Fig. 1: signal wires on met1
Scale: 2 px per um. Cells faint in the background.
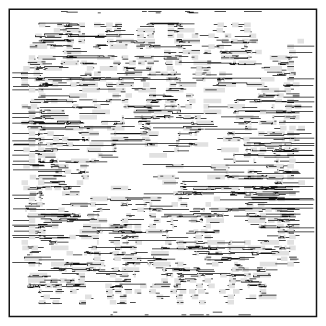
Fig. 2: met2 routing
Scale: 3 px per um.
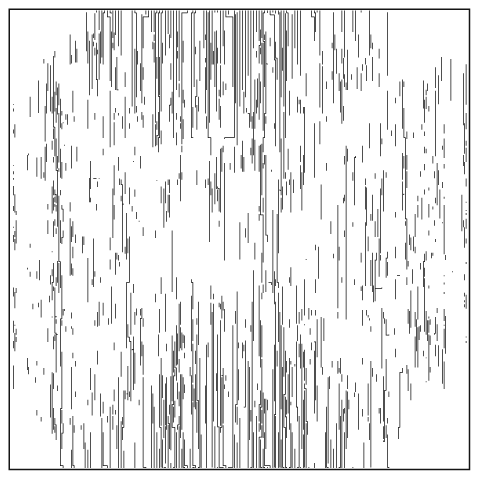
Fig. 3: M3 wires
Scale: 2 px per um. Cells faint in the background.
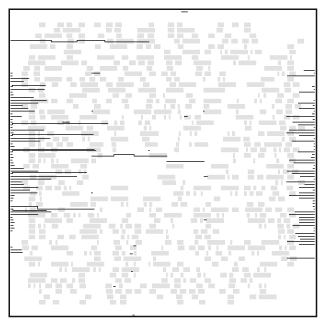
Design ram_arbiter, sky130hd; sources not shown.
==> results.rst <==
Synthesis and place-and-route
=============================

.. list-table::
   :header-rows: 1

   * - Metric
     - Value
   * - Static leakage power
     - 3.24 nW
   * - Number of enable flip-flop cells
     - 0
   * - Most crowded layer after global routing
     - met2
   * - Power of the combinational group
     - 4.35 mW
   * - Number of pins exceeding their max-slew limit in the final report
     - 33
   * - Post-layout power
     - roughly 8 mW
   * - Max-capacitance violation count
     - 1
   * - Post-layout period usage of the worst path
     - 0.835
   * - Design area
     - about 7900 um^2
   * - Stages on worst setup path
     - 5
   * - Summed negative setup slack over all endpoints
     - 0 ns
   * - Post-Place Worst Slack
     - about 0.36 ns
   * - Met2 wirelength from detailed routing
     - just under 9000 um
   * - Initial antenna violation count
     - 0
   * - Capturing element type of the critical path
     - register
   * - Synth async-reset ratio
     - 1.00
   * - Register fraction of the total cell area
     - 0.332
   * - Maximum net fanout on the critical path
     - 32
   * - Worst slew margin relative to its limit
     - -0.0139
   * - Synth warn
     - 0
   * - Die span in x
     - roughly 150 um
   * - ClkCell Share
     - 0.0387
   * - Iteration-0 DRC Markers
     - roughly 99
   * - Violations in the final reports
     - max-capacitance violations, max-slew violations
   * - Most frequent logic cells in the routed design
     - sky130_fd_sc_hd__clkdlybuf4s50_1, sky130_fd_sc_hd__dfrtp_1, sky130_fd_sc_hd__nor2_1, sky130_fd_sc_hd__a21oi_1, sky130_fd_sc_hd__mux2i_1
   * - Sequential cell area
     - 2630 um^2
   * - Most instantiated logic cell after routing
     - sky130_fd_sc_hd__clkdlybuf4s50_1
   * - Clock net sink count
     - approximately 110
   * - Final worst path period need
     - around 2.3 ns
   * - Power density normalized to cell area
     - 1010 nW/um^2
   * - Slew of the pin with the lowest slew margin
     - 1.52 ns
   * - Clk ins delay skew pair
     - ~0.34 ns
   * - Area post-placement
     - between 7000 and 8000 um^2
   * - Top layer used by detailed routing
     - met4
   * - Achievable clock frequency
     - ~430 MHz
   * - Most common cell in the synthesized netlist
     - sky130_fd_sc_hd__dfrtp_1
   * - Net switching fraction of the power
     - 0.473
   * - Deepest level of the CTS H-tree
     - 3
   * - Clock power share
     - 0.167
   * - Overall Global Routing Usage
     - 0.145
   * - Hold Path Cell Cnt
     - 2
   * - Seq share, synth
     - 0.515
   * - Kind of cell with the highest combined delay on the critical path
     - buffers and inverters
   * - Filler-free cell count of the finished design
     - roughly 950
   * - Area fraction of the dominant cell type after synthesis
     - 0.510
   * - Area of the multi-input gates
     - about 1800 um^2
   * - Initial core utilization
     - 0.253
   * - Post-synthesis compound-gate area fraction
     - 0.137
   * - Worst hold-check path type
     - register to register
   * - Element type at the critical path start
     - register
   * - Relative contribution of combinational cells to total power
     - 0.544
   * - Detailed Routing Iterations Pass 1
     - 4
   * - Routed length on met3
     - approximately 1200 um
   * - Inserted tap cell count
     - approximately 270
   * - Clock network power
     - about 1.3 mW
   * - Std-Cell Rows
     - 52
   * - Ratio of cells with drive above 1 in the final layout
     - 0.0469
   * - Internal power
     - between 4 and 5 mW
   * - Dominant kind of cell by area
     - buffers
   * - Most numerous cell types in the synthesized netlist
     - sky130_fd_sc_hd__dfrtp_1, sky130_fd_sc_hd__buf_4, sky130_fd_sc_hd__nor2_1
   * - DIE HEIGHT
     - roughly 150 um
   * - Result of the run
     - finished with violations
   * - Logic share of the area
     - 0.230
   * - Cells in synth_stat.txt
     - just under 500
   * - Critical path cell sequence
     - nand2b_1, inv_1, o21ai_0, clkbuf_1, a22o_1
   * - Main combinational cell family by area after synthesis
     - AND-OR/OR-AND gates
   * - Clk root buf
     - sky130_fd_sc_hd__clkbuf_16
   * - DIE AREA
     - about 23000 um^2
   * - Relative area change from synthesis to final layout
     - 55.2%
   * - Length of routed wiring on met1
     - 6990 um
   * - RSZ-0062 raised after global routing
     - false
   * - Placed cells
     - around 940
   * - Chip Area, Yosys
     - 5110 um^2
   * - Register-to-register setup slack
     - ~0.46 ns
   * - Number of top-level pins
     - ~270
   * - Delay of the slowest cell on the worst path
     - 1.12 ns
   * - Antenna cell count
     - 0
   * - Number of setup violations in the final report
     - 0
   * - Area fraction in mux cells
     - 0.127
   * - Fin. Hold Viols
     - 0
   * - Worst Reg2Reg Path Length in Cells
     - 5
   * - CTS Buf Count
     - 9
   * - Clock buffer cells
     - 9
   * - Cell accounting for the most synthesized area
     - sky130_fd_sc_hd__dfrtp_1
   * - Tool warnings
     - 26
Notes on Fig. 1 above:
767 nets have wire on it. The wires run mostly horizontal. The layer carries 6990 um of wire. The layer holds 40% of the routed length. The longest straight run is 46.9 um.
fraction of met1 tracks used by global routing: 0.164
wire length after detailed routing: 17300 um
vias: 4230

Notes on Fig. 2 above:
The layer holds 51% of the routed length. The layer carries 8890 um of wire. 757 nets have wire on it. The longest straight run is 57.8 um.
GR Layer Usage met2: 0.261

Notes on Fig. 3 above:
The longest straight run is 47.8 um. The layer holds 6.7% of the routed length. The layer carries 1160 um of wire. The wires run mostly horizontal.
routing usage on met3: 0.0464

No activity file was given, so power comes from the tool's default toggle rates.
